[src/rtl/wave_ch_regs_n_pkg.sv]
`default_nettype none
// +------------------------------------------------------------------+
// | wave_regs_pkg : register offsets, read-back masks, channel record |
// | Rev 1.0                                                           |
// +------------------------------------------------------------------+
package wave_regs_pkg;

   localparam int unsigned REGS_PER_CH = 5;
   localparam int          FREQ_W_MAX  = 16;

   localparam logic [2:0] REG_DAC     = 3'd0;
   localparam logic [2:0] REG_LEN     = 3'd1;
   localparam logic [2:0] REG_VOL     = 3'd2;
   localparam logic [2:0] REG_FREQ_LO = 3'd3;
   localparam logic [2:0] REG_CTRL    = 3'd4;

   // Bits with no storage behind them read back as 1.
   localparam logic [7:0] RD_MASK_DAC     = 8'h7F;
   localparam logic [7:0] RD_MASK_LEN     = 8'hFF;
   localparam logic [7:0] RD_MASK_VOL     = 8'h9F;
   localparam logic [7:0] RD_MASK_FREQ_LO = 8'hFF;
   localparam logic [7:0] RD_MASK_CTRL    = 8'hBF;

   typedef struct packed {
      logic                  dac;
      logic                  len_en;
      logic [1:0]            vol;
      logic [FREQ_W_MAX-1:0] freq;
   } ch_regs_t;

   function automatic logic [7:0] rd_value(input logic [2:0] off, input logic dac,
                                           input logic len_en, input logic [1:0] vol);
      logic [7:0] v;
      case (off)
         REG_DAC:     v = {dac, 7'h00} | RD_MASK_DAC;
         REG_LEN:     v = RD_MASK_LEN;
         REG_VOL:     v = {1'b0, vol, 5'h00} | RD_MASK_VOL;
         REG_FREQ_LO: v = RD_MASK_FREQ_LO;
         REG_CTRL:    v = {1'b0, len_en, 6'h00} | RD_MASK_CTRL;
         default:     v = 8'hFF;
      endcase
      return v;
   endfunction

endpackage
`default_nettype wire

[src/rtl/wave_ch_regs_n_if.sv]
`default_nettype none
// +------------------------------------------------------------------+
// | wave_ch_regs_n_if : APU register bus between decode and the bank  |
// | Rev 1.0                                                           |
// +------------------------------------------------------------------+
interface wave_ch_regs_n_if #(
   parameter int ADDR_W = 3
);
   logic [ADDR_W-1:0] addr;
   logic              apu_wr;
   logic              ncpu_rd;
   logic [7:0]        wdata;
   logic [7:0]        rdata;
   logic              rd_oe;

   modport master (output addr, apu_wr, ncpu_rd, wdata, input rdata, rd_oe);
   modport slave  (input addr, apu_wr, ncpu_rd, wdata, output rdata, rd_oe);
endinterface
`default_nettype wire

[src/rtl/wave_ch_regs_n_slice.sv]
`default_nettype none
// +------------------------------------------------------------------+
// | wave_ch_slice : one channel's registers, length counter, trigger  |
// | Rev 1.0                                                           |
// +------------------------------------------------------------------+
module wave_ch_slice
   import wave_regs_pkg::*;
#(
   parameter int LEN_W  = 8,
   parameter int FREQ_W = 11
) (
   input  logic       clk,
   input  logic       rst_n,
   input  logic       en,
   input  logic       wr,
   input  logic [2:0] off,
   input  logic [7:0] wdata,
   input  logic       len_tick,
   output ch_regs_t   regs_o,
   output logic       active_o,
   output logic       trig_pulse_o
);

   logic              dac_q, dac_d, len_en_q, len_en_d;
   logic [1:0]        vol_q, vol_d;
   logic [FREQ_W-1:0] freq_q, freq_d;
   logic [LEN_W-1:0]  len_cnt_q, len_cnt_d;
   logic              expired_q, expired_d, active_q, active_d, pulse_q, pulse_d;
   logic              wr_len, trig;

   always_comb begin
      dac_d     = dac_q;
      len_en_d  = len_en_q;
      vol_d     = vol_q;
      freq_d    = freq_q;
      len_cnt_d = len_cnt_q;
      expired_d = expired_q;
      active_d  = active_q;
      pulse_d   = 1'b0;
      wr_len    = wr && (off == REG_LEN);
      trig      = wr && (off == REG_CTRL) && wdata[7];

      if (!en) begin
         dac_d     = 1'b0;
         len_en_d  = 1'b0;
         vol_d     = '0;
         freq_d    = '0;
         len_cnt_d = '0;
         expired_d = 1'b0;
         active_d  = 1'b0;
      end else begin
         // A length load or a trigger on this edge swallows the tick.
         if (len_tick && len_en_q && !expired_q && !wr_len && !trig) begin
            len_cnt_d = len_cnt_q + 1'b1;
            if (&len_cnt_q) begin
               expired_d = 1'b1;
               active_d  = 1'b0;
            end
         end
         if (wr) begin
            case (off)
               REG_DAC: begin
                  dac_d = wdata[7];
                  if (!wdata[7]) active_d = 1'b0;
               end
               REG_LEN: begin
                  len_cnt_d = wdata[LEN_W-1:0];
                  expired_d = 1'b0;
               end
               REG_VOL:     vol_d = wdata[6:5];
               REG_FREQ_LO: freq_d[7:0] = wdata;
               REG_CTRL: begin
                  len_en_d            = wdata[6];
                  freq_d[FREQ_W-1:8]  = wdata[FREQ_W-9:0];
                  if (wdata[7]) begin
                     if (expired_q) begin
                        len_cnt_d = '0;
                        expired_d = 1'b0;
                     end
                     active_d = dac_q;
                     pulse_d  = dac_q;
                  end
               end
               default: ;
            endcase
         end
      end
   end

   always_ff @(posedge clk or negedge rst_n) begin
      if (!rst_n) begin
         dac_q     <= 1'b0;
         len_en_q  <= 1'b0;
         vol_q     <= '0;
         freq_q    <= '0;
         len_cnt_q <= '0;
         expired_q <= 1'b0;
         active_q  <= 1'b0;
         pulse_q   <= 1'b0;
      end else begin
         dac_q     <= dac_d;
         len_en_q  <= len_en_d;
         vol_q     <= vol_d;
         freq_q    <= freq_d;
         len_cnt_q <= len_cnt_d;
         expired_q <= expired_d;
         active_q  <= active_d;
         pulse_q   <= pulse_d;
      end
   end

   assign regs_o       = {dac_q, len_en_q, vol_q, FREQ_W_MAX'(freq_q)};
   assign active_o     = active_q;
   assign trig_pulse_o = pulse_q;

endmodule
`default_nettype wire

[src/rtl/wave_ch_regs_n.sv]
`default_nettype none
// +------------------------------------------------------------------+
// | wave_ch_regs_n : NCH wave-channel register bank, decode + readback|
// | Rev 1.0                                                           |
// +------------------------------------------------------------------+
module wave_ch_regs_n
   import wave_regs_pkg::*;
#(
   parameter int NCH    = 1,
   parameter int LEN_W  = 8,
   parameter int FREQ_W = 11,
   parameter int ADDR_W = $clog2(NCH * REGS_PER_CH)
) (
   input  logic                  apu_clk,
   input  logic                  napu_reset,
   input  logic                  apu_en,
   wave_ch_regs_n_if.slave       bus,
   input  logic                  len_tick,
   output logic [NCH-1:0]        dac_en,
   output logic [NCH-1:0]        ch_active,
   output logic [NCH*2-1:0]      ch_vol,
   output logic [NCH*FREQ_W-1:0] ch_freq,
   output logic [NCH-1:0]        trig_pulse
);

   int unsigned addr_u, ch_sel;
   logic [2:0]  off;
   logic        addr_ok;
   ch_regs_t    ch_regs [NCH];
   logic [NCH-1:0] freq_unused;
   logic        sel_dac, sel_len_en;
   logic [1:0]  sel_vol;
   logic [7:0]  rdata_q, rdata_d;
   logic        rd_oe_q, rd_oe_d;

   always_comb begin
      addr_u  = 32'(bus.addr);
      ch_sel  = addr_u / REGS_PER_CH;
      off     = 3'(addr_u % REGS_PER_CH);
      addr_ok = addr_u < NCH * REGS_PER_CH;
   end

   for (genvar c = 0; c < NCH; c++) begin : g_ch
      logic wr_c;
      assign wr_c = apu_en && bus.apu_wr && addr_ok && (ch_sel == c);

      wave_ch_slice #(.LEN_W(LEN_W), .FREQ_W(FREQ_W)) u_slice (
         .clk          (apu_clk),
         .rst_n        (napu_reset),
         .en           (apu_en),
         .wr           (wr_c),
         .off          (off),
         .wdata        (bus.wdata),
         .len_tick     (len_tick),
         .regs_o       (ch_regs[c]),
         .active_o     (ch_active[c]),
         .trig_pulse_o (trig_pulse[c])
      );

      assign dac_en[c]                  = ch_regs[c].dac;
      assign ch_vol[2*c +: 2]           = ch_regs[c].vol;
      assign ch_freq[FREQ_W*c +: FREQ_W] = ch_regs[c].freq[FREQ_W-1:0];
      assign freq_unused[c]             = ^ch_regs[c].freq;
   end

   // Read-back samples pre-edge register values, so a same-cycle write is not visible.
   always_comb begin
      sel_dac    = 1'b0;
      sel_len_en = 1'b0;
      sel_vol    = '0;
      for (int c = 0; c < NCH; c++) begin
         if (ch_sel == c) begin
            sel_dac    = ch_regs[c].dac;
            sel_len_en = ch_regs[c].len_en;
            sel_vol    = ch_regs[c].vol;
         end
      end
      rdata_d = '0;
      rd_oe_d = 1'b0;
      if (apu_en && !bus.ncpu_rd && addr_ok) begin
         rd_oe_d = 1'b1;
         rdata_d = rd_value(off, sel_dac, sel_len_en, sel_vol);
      end
   end

   always_ff @(posedge apu_clk or negedge napu_reset) begin
      if (!napu_reset) begin
         rdata_q <= '0;
         rd_oe_q <= 1'b0;
      end else begin
         rdata_q <= rdata_d;
         rd_oe_q <= rd_oe_d;
      end
   end

   assign bus.rdata = rdata_q;
   assign bus.rd_oe = rd_oe_q;

endmodule
`default_nettype wire

[src/flat_wrapper.sv]
// flat-port wrapper written by rule: the top's interface ports become plain ports
module wave_ch_regs_n_flat import wave_regs_pkg::*;
#(
   parameter int NCH    = 1,
   parameter int LEN_W  = 8,
   parameter int FREQ_W = 11,
   parameter int ADDR_W = $clog2(NCH * REGS_PER_CH)
)
  (apu_clk, napu_reset, apu_en, len_tick, dac_en, ch_active, ch_vol, ch_freq, trig_pulse, bus_addr, bus_apu_wr, bus_ncpu_rd, bus_wdata, bus_rdata, bus_rd_oe);
  wave_ch_regs_n_if #(.ADDR_W(ADDR_W)) bus_i ();
  input  logic apu_clk;
  input  logic napu_reset;
  input  logic apu_en;
  input  logic len_tick;
  output logic [NCH-1:0] dac_en;
  output logic [NCH-1:0] ch_active;
  output logic [NCH*2-1:0] ch_vol;
  output logic [NCH*FREQ_W-1:0] ch_freq;
  output logic [NCH-1:0] trig_pulse;
  input wire logic [$bits(bus_i.addr)-1:0] bus_addr;
  input wire logic [$bits(bus_i.apu_wr)-1:0] bus_apu_wr;
  input wire logic [$bits(bus_i.ncpu_rd)-1:0] bus_ncpu_rd;
  input wire logic [$bits(bus_i.wdata)-1:0] bus_wdata;
  output wire logic [$bits(bus_i.rdata)-1:0] bus_rdata;
  output wire logic [$bits(bus_i.rd_oe)-1:0] bus_rd_oe;
  assign bus_i.addr = bus_addr;
  assign bus_i.apu_wr = bus_apu_wr;
  assign bus_i.ncpu_rd = bus_ncpu_rd;
  assign bus_i.wdata = bus_wdata;
  assign bus_rdata = bus_i.rdata;
  assign bus_rd_oe = bus_i.rd_oe;
  wave_ch_regs_n #(.NCH(NCH), .LEN_W(LEN_W), .FREQ_W(FREQ_W), .ADDR_W(ADDR_W)) u_core (.apu_clk(apu_clk), .napu_reset(napu_reset), .apu_en(apu_en), .bus(bus_i), .len_tick(len_tick), .dac_en(dac_en), .ch_active(ch_active), .ch_vol(ch_vol), .ch_freq(ch_freq), .trig_pulse(trig_pulse));
endmodule
[config.mk]
export PLATFORM = sky130hd
export DESIGN_NAME = wave_ch_regs_n_flat
export DESIGN_NICKNAME = d
export VERILOG_FILES = /design/src/rtl/wave_ch_regs_n_pkg.sv /design/src/rtl/wave_ch_regs_n_if.sv /design/src/rtl/wave_ch_regs_n_slice.sv /design/src/rtl/wave_ch_regs_n.sv /design/src/flat_wrapper.sv
export SDC_FILE = /design/constraint.sdc
export NUM_CORES = 1
export LEC_CHECK = 0
export ABC_AREA = 0
export CAP_MARGIN = 20
export CORE_UTILIZATION = 53
export DETAILED_ROUTE_END_ITERATION = 10
export PLACE_DENSITY = 0.92
export SETUP_SLACK_MARGIN = 0.05
export SYNTH_ARGS = -nofsm -noshare
export SYNTH_HDL_FRONTEND = slang
export SYNTH_SLANG_ARGS = --single-unit
[constraint.sdc]
create_clock -name apu_clk -period 2.5 [get_ports apu_clk]
set_clock_uncertainty 0.05 [all_clocks]
set_input_delay 0.5 -clock apu_clk [delete_from_list [all_inputs] [get_ports apu_clk]]
set_output_delay 0.5 -clock apu_clk [all_outputs]
set_load 0.02 [all_outputs]
### Clock nets

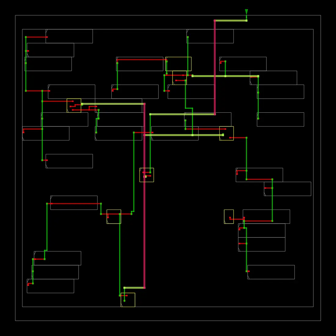
Power Clock: 315 µW
clk sinks: 30
Flops: 30
clock buf count: 6
CTS Buf Count: 5

### Wiring by layer

Scale: 8 px per µm.
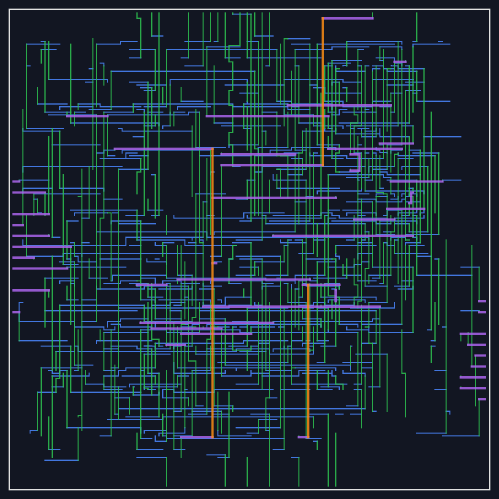
legend:
  met2:
    colour: green
    wire_length: 2,240 µm
  met1:
    colour: blue
    wire_length: 1,970 µm
  met4:
    colour: orange
    wire_length: 73.4 µm
  met3:
    colour: purple
    wire_length: 284 µm

### Supply network

Scale: 6 px per µm. Pins as bars on the die edge.
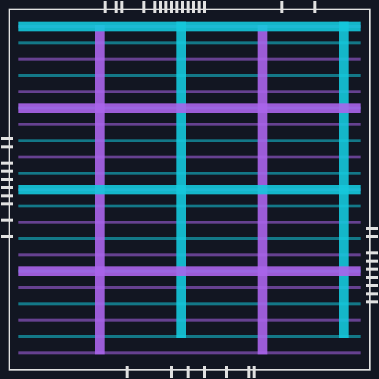
legend:
  VSS:
    colour: purple
  VDD:
    colour: cyan
met4 straps: 4
met5 straps: 4

==> Changelog: implementation <==
### Physical design

- Count leader, synth: dfrtp_1
- Synth area leaders: dfrtp_1, mux2i_1, nor2b_1
- DRC violation total after the first TritonRoute iteration: roughly 120
- Status: complete, no violations
- OpenROAD warnings: 27
- Core ar.: ~3100 µm²
- Syn nets: a little under 200
- Complex Gates by Area: between 15 and 20%
- Final Hold Viols: 0
- Tmin final: about 2.4 ns
- Post-Synth Adder-Cell Area: ~2.1%
- Largest family of logic cells by area: simple AND/OR/NAND/NOR gates
- Grt ovf: 0
- Fin Hold WS: between 0.4 and 0.5 ns
- Inverters: 5
- Period utilization: 95.6%
- Max Slew Vio Count: 0
- # Post-CTS Setup Buffers: 0
- Detailed Place HPWL: between 3000 and 4000 µm
- CP required: around 2.7 ns
- Leading cell kind: logic gates
- GRT Overall Usage: between 20% and 30%
- Worst slack, placed: -0.282 ns
- Ys async rst share: 100%
- Final TNS setup: 0 ns
- Post-Route WL: about 4600 µm
- Most frequent cells after synthesis: dfrtp_1, mux2i_1, nor2b_1, nand2_1
- Non-clock buffers: 65
- Worst-Skew Late Latency: 0.33 ns
- NonClk Buf Share: about a quarter
- Final setup violation count: 0
- Vias: roughly 1,600
- Avg Cell Area, Syn: between 10 and 15 µm²
- CTS tree: built
- RSZ-0062 raised after global routing: false
- Setup crit start: bus_addr[1]
- Iteration tally of the first detailed-router pass: 4
- N_taps: around 44
- Most numerous logic cells after layout: clkdlybuf4s50_1, dfrtp_1, buf_4
- Pin count of the biggest net entering global routing: 31
- Clk buf depth: 2
- CTS Hold Bufs: 0
- Slew margin rel.: approximately 68%
- XORs/XNORs by Area: less than 1%
- Leakage: between 0.001 and 0.0015 µW
- Sequential cell area share: around 31%
- Comb gates: about 130
- Top reg by flops: u_core.g_ch.u_slice.freq_q
- Yosys cell count: between 150 and 200
- Top Ports: about 42
- CP Capture Point: u_core.g_ch[0].u_slice.len_cnt_q[6]$_DFF_PN0_
- Post-synth top area cell: dfrtp_1
- Logic area: between 900 and 1000 µm²
- R2r setup slk: 0.65 ns
- Class of the worst hold path: in2async
- Area leader share: 42.3%
- Nets: about 250
- Clk tree area frac: 2.61%
- Max layer used: met4
- M1 wire length: between 1500 and 2000 µm
- Final setup margin: approximately 0.11 ns
- Max reg flops: 11
- ANT cells: 0
- Yosys Chip Area: 1770 µm²
- Post-synth EDFFs: 0
- Register bit total from synthesis: 30
- Vias in the first global route: 1,569
- Detail-routed via count per cell: between 5 and 6
- Power density over cell area: 421 nW/µm²
- Yosys simple share: about 22%
- Most used cell, CP: o311a_1
- Die Size: roughly 3600 µm²
- Sequential Area: between 700 and 800 µm²
- Setup CP Type: in2reg
- Initial antenna violation count: 0
- F_max: between 400 and 500 MHz
- Final ANT Viol Nets: 0
- Die Span X: approximately 60 µm
- Share of post-route cells with drive strength above 1: 20.5%
- Crit-path max cell delay: around 0.49 ns
- Initial core utilization: between 50% and 60%
- Data arrival, critical path: around 2.6 ns
- Final Power: about 1000 µW
- H-tree levels: 2
- Area delta synth->final: 37.7%
- Routed wl met3: ~280 µm
- CP max-delay cell: clkdlybuf4s50_1
- Share of the core filled with cells: between 70% and 80%
- Reg2Reg Depth: 6
- R2R Path Start: u_core.g_ch[0].u_slice.expired_q$_DFF_PN0_
- CTS root buf: clkbuf_4
- # DRC: 0
- Clock Pin Slew Worst Setup and Hold Paths: about 0.10 ns
- Mapped Cells: 176
- Global-route wire length before repair: between 7000 and 8000 µm
- Met2 wire len: 2240 µm
- Die height: around 60 µm
### Clock network drawn from the DEF

Scale: 4 px per µm.
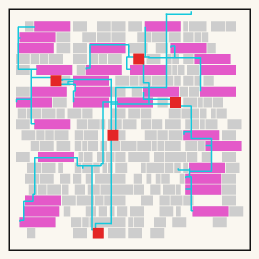
legend:
  cells driving clock nets:
    colour: red
    count: 5
  flip-flops:
    colour: magenta
    count: 30
  clock wires:
    colour: cyan
    length: 396 µm
flops lie: all over the die
routed clock nets: 6

### Selected gate families

Scale: 4 px per µm.
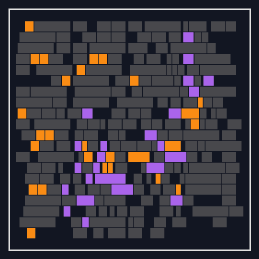
legend:
  NOR gates:
    colour: orange
    cells: 27
    most_used: nor2b_1
  inverting AOI/OAI gates:
    colour: purple
    cells: 24

==> worst max-delay path: cells and delay by family <==
kind                     cells  cell delay [ns]
AND-OR/OR-AND                4             1.05
adder cells (fa/ha/maj)      1             0.28
buffers and inverters        3             0.70
AND/OR/NAND/NOR              1             0.05
==> layer usage <==
layer  GRT usage (%)  vias up
met4            8.64        0
met2            46.5       75
met5               0        -
li1                -      748
met1            39.4      756
met3            5.63        8
==> stage by stage <==
stage / instances / instance area [µm²]
after floorplan: 176 / 1780
after detailed placement: 269 / 2320
after global placement: 269 / 2320
after global routing: 278 / 2440
final: 278 / 2440
after CTS: 277 / 2380
==> power breakdown <==
group	switching, µW	leakage [µW]	internal, µW	total (µW)
logic	103	0.000639	99.6	203
clock network	180	0.0000343	135	315
registers	13.1	0.000412	498	511
No activity file was given, so power comes from the tool's default toggle rates.
